**Signal wires on met2**

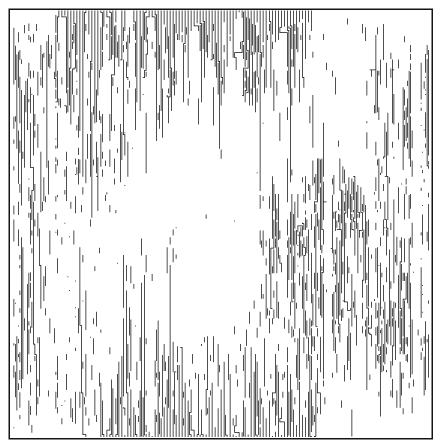
**Signal wires on met4**

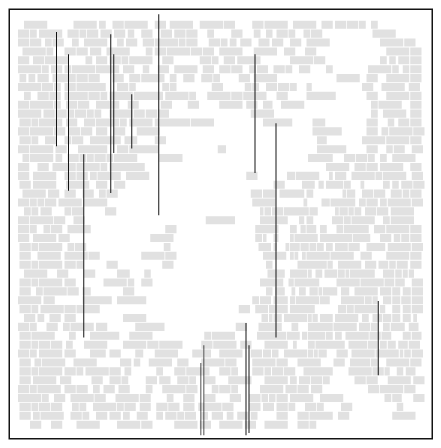
**Congestion heat map**

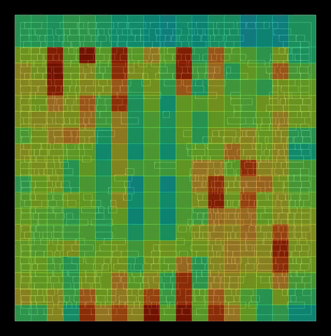
===== src/rtl/id_ex_reg.sv =====
// ID/EX pipeline register with built-in load-use hazard detection.
// Inserts a one-cycle bubble on a load-use dependency, squashes on flush, counts bubbles.
module id_ex_reg #(
    parameter int DW = 32,
    parameter int CW = 16
) (
    input  logic          clk,
    input  logic          reset,
    input  logic          flush,
    input  logic [8:0]    id_ctrl,
    input  logic [DW-1:0] id_pc4,
    input  logic [DW-1:0] id_rd1,
    input  logic [DW-1:0] id_rd2,
    input  logic [DW-1:0] id_imm,
    input  logic [4:0]    id_rs,
    input  logic [4:0]    id_rt,
    input  logic [4:0]    id_rd,
    input  logic          id_uses_rt,
    output logic [8:0]    ex_ctrl,
    output logic [DW-1:0] ex_pc4,
    output logic [DW-1:0] ex_rd1,
    output logic [DW-1:0] ex_rd2,
    output logic [DW-1:0] ex_imm,
    output logic [4:0]    ex_rs,
    output logic [4:0]    ex_rt,
    output logic [4:0]    ex_rd,
    output logic          ex_valid,
    output logic          stall,
    output logic [CW-1:0] bubble_cnt
);

    localparam int MEMREAD_BIT = 6;
    localparam logic [CW-1:0] CNT_MAX = {CW{1'b1}};

    logic [8:0]    ctrl_reg;
    logic [DW-1:0] pc4_reg;
    logic [DW-1:0] rd1_reg;
    logic [DW-1:0] rd2_reg;
    logic [DW-1:0] imm_reg;
    logic [4:0]    rs_reg;
    logic [4:0]    rt_reg;
    logic [4:0]    rd_reg;
    logic          valid_reg;
    logic [CW-1:0] cnt_reg;

    logic          rs_match;
    logic          rt_match;
    logic          hazard;
    logic          bubble;
    logic          count_en;

    // Hazard looks only at registered EX state and ID inputs; $0 never creates a dependency.
    always_comb begin
        rs_match = (rt_reg == id_rs);
        rt_match = id_uses_rt && (rt_reg == id_rt);
        hazard   = valid_reg && ctrl_reg[MEMREAD_BIT] && (rt_reg != 5'd0)
                   && (rs_match || rt_match);
        bubble   = flush || hazard;
        count_en = !flush && hazard && (cnt_reg != CNT_MAX);
    end

    always_ff @(posedge clk) begin
        if (reset) begin
            ctrl_reg  <= '0;
            pc4_reg   <= '0;
            rd1_reg   <= '0;
            rd2_reg   <= '0;
            imm_reg   <= '0;
            rs_reg    <= '0;
            rt_reg    <= '0;
            rd_reg    <= '0;
            valid_reg <= 1'b0;
            cnt_reg   <= '0;
        end else begin
            // Data and specifiers always follow ID; only control and valid are killed by a bubble.
            pc4_reg   <= id_pc4;
            rd1_reg   <= id_rd1;
            rd2_reg   <= id_rd2;
            imm_reg   <= id_imm;
            rs_reg    <= id_rs;
            rt_reg    <= id_rt;
            rd_reg    <= id_rd;
            ctrl_reg  <= bubble ? 9'd0 : id_ctrl;
            valid_reg <= !bubble;
            if (count_en) begin
                cnt_reg <= cnt_reg + 1'b1;
            end
        end
    end

    assign ex_ctrl    = ctrl_reg;
    assign ex_pc4     = pc4_reg;
    assign ex_rd1     = rd1_reg;
    assign ex_rd2     = rd2_reg;
    assign ex_imm     = imm_reg;
    assign ex_rs      = rs_reg;
    assign ex_rt      = rt_reg;
    assign ex_rd      = rd_reg;
    assign ex_valid   = valid_reg;
    assign stall      = hazard;
    assign bubble_cnt = cnt_reg;

endmodule


===== config.mk =====
export PLATFORM = sky130hd
export DESIGN_NAME = id_ex_reg
export DESIGN_NICKNAME = d
export VERILOG_FILES = /design/src/rtl/id_ex_reg.sv
export SDC_FILE = /design/constraint.sdc
export NUM_CORES = 1
export LEC_CHECK = 0
export CORE_AREA = 2 2 127 129
export DETAILED_ROUTE_END_ITERATION = 7
export DIE_AREA = 0 0 129 131
export PLACE_DENSITY = 0.83
export SLEW_MARGIN = 25
export SYNTH_ARGS = -nofsm -noshare
export SYNTH_HDL_FRONTEND = slang
export SYNTH_SLANG_ARGS = --single-unit

===== constraint.sdc =====
create_clock -name clk -period 2.76 [get_ports clk]
set_clock_uncertainty 0.05 [all_clocks]
set_input_delay 0.828 -clock clk [delete_from_list [all_inputs] [get_ports clk]]
set_output_delay 0.828 -clock clk [all_outputs]
set_load 0.005 [all_outputs]

==> run notes <==
impl run done, here's what came out: status=finished clean, Avg WL per Cell=15.0 um, HPWL Detailed=11.1 mm, Clock Sinks=169, Layout Cells excl Fill=1024, commonest non-fill, non-tap cell in the layout=clkdlybuf4s50_1, Top-area cell share=0.655, Final Hold Viols=0, maximum VDD drop=0.000418 V, Pre-Place Util=0.331, Worst-path clk slew=0.07 ns, Top Ports=326, YS chip area=0.00516 sq mm, routability cong.=0.788, clock buffer depth=2, hold_buf cts=0, Tool Warnings=27, critical path fanouts, max=2, Setup violations, final=0, clk_lat worst skew=0.42 ns, Max-Cap Viols=0, post-synthesis register bit count=169, DR vias/cell=4.23, yosys warns=0, worst slew pin tran=1.36 ns, Mapped Cells=452, Netlist cell types=37, ys cells=452, initial antenna violation count=0, Seq share, synth=0.655, CORE AREA=0.0156 sq mm, diode count=0, nets=952, CP Capture Type=output pin, largest net degree at the start of global routing=79, DRT iter0 DRCs=99, first-pass GRT wire length=22.3 mm, residual DRC count=0, die width=129 um, placed insts=978, Max Clk Rate=372 MHz, total global routing overflow=0, Post-synth EDFFs=0, FFs w/ async S/R, synth=0, area grow syn2layout=85.8%, full die area=0.0169 sq mm, TritonRoute pass-1 iters=4
Back to the opening pictures, 'signal wires on met2':
The wires run mostly vertical. The layer holds 52% of the routed length. 819 nets have wire on it.
WL final: 15.4 mm
vias: 4328

Back to the opening pictures, 'signal wires on met4':
The wires run mostly vertical. The layer holds 3.4% of the routed length.

Back to the opening pictures, 'congestion heat map':
Layout Utilization: 0.615
all-layer global routing usage: 0.176

-- state kept, by name, summed over array words and instances (netlist names) --
register,flops
ex_rd,5
ex_rs,5
ex_rt,5
ex_imm,32
bubble_cnt,16
ex_pc4,32
ex_rd1,32
ex_ctrl,9
ex_valid,1
ex_rd2,32
-- cells in the mapped netlist (2+ instances only) --
master and count:
or4_1 2, nand2_1 7, mux2_1 13, nor4_1 9, clkbuf_1 19, xnor2_1 10, nor3_1 3, and2_1 10
nand3_1 6, or3_1 2, nor2b_1 156, nand2b_1 5, nor2_1 15, dfxtp_1 169, nand4_1 2, nand3b_1 2
a21oi_1 2
-- power breakdown --
part / leakage, nW / switching [mW] / internal [mW]
clock network: 0.289 / 1.02 / 1.38
logic: 1.97 / 0.189 / 0.470
registers: 1.40 / 0.0350 / 2.56
total: 3.67 / 1.25 / 4.41
-- worst max-delay path, stage by stage --
cell	delay [ns]
dlygate4sd2_1	0.25
xnor2_1	0.14
nand3_1	0.14
o22ai_2	0.21
and2_1	0.14
clkbuf_2	0.10
-- how the worst max path moves through the flow --
stage | startpoint | endpoint | slack (ns) | depth (start not counted)
2_1_floorplan | id_rt[4] | bubble_cnt[11]$_SDFFE_PP0P_ | 0.42 | 6
3_3_place_gp | id_rt[0] | stall | -0.53 | 6
3_5_place_dp | id_rs[2] | stall | -0.56 | 6
4_1_cts | id_rt[4] | bubble_cnt[6]$_SDFFE_PP0P_ | -0.08 | 13
5_1_grt | id_rs[4] | stall | 0.004 | 6
6_report | id_rs[4] | stall | 0.08 | 6
-- repair_timing --
| item | 4_1_cts | 5_1_grt |
|---|---|---|
| setup buffers | 11 | 3 |
| pin swaps | 18 | 17 |
| setup endpoints to repair | 1 | 17 |
| endpoints found under the hold margin | 0 | 0 |
| gates cloned | 1 | 0 |
| gates resized | 36 | 24 |
-- per-stage QoR --
| stage | worst slack, ns | instance area (sq um) |
|---|---|---|
| 2_1_floorplan | 0.424 | 5160 |
| 4_1_cts | -0.0765 | 9520 |
| 6_report | 0.0752 | 9600 |
| 3_3_place_gp | -0.528 | 8680 |
| 3_5_place_dp | -0.562 | 8680 |
| 5_1_grt | 0.00359 | 9600 |
-- final cells by class --
cell class	instances	area (sq um)	share of cell area
clock inverters	14	161	0.0168
multi-input cells	261	1910	0.199
well taps	216	270	0.0282
repair buffers	345	3430	0.357
flip-flops and latches	169	3380	0.353
clock buffers	18	439	0.0458
inverters	1	3.75	0.000391
-- layer usage --
layer  global-route usage  vias to the layer above
met4               0.0985                        0
met1                0.158                     1948
met2                0.314                      220
met5                    0                        -
li1                     -                     2128
met3               0.0969                       32
-- cells by family after synthesis --
kind of cell / synth area share
simple gates: 0.264
flops: 0.655
buf+inv: 0.0162
mux: 0.0303
compound gates: 0.0150
xor+xnor: 0.0170
fa+ha+maj: 0.00242
Power figures rest on the tool's default switching activity, not on a simulated workload.
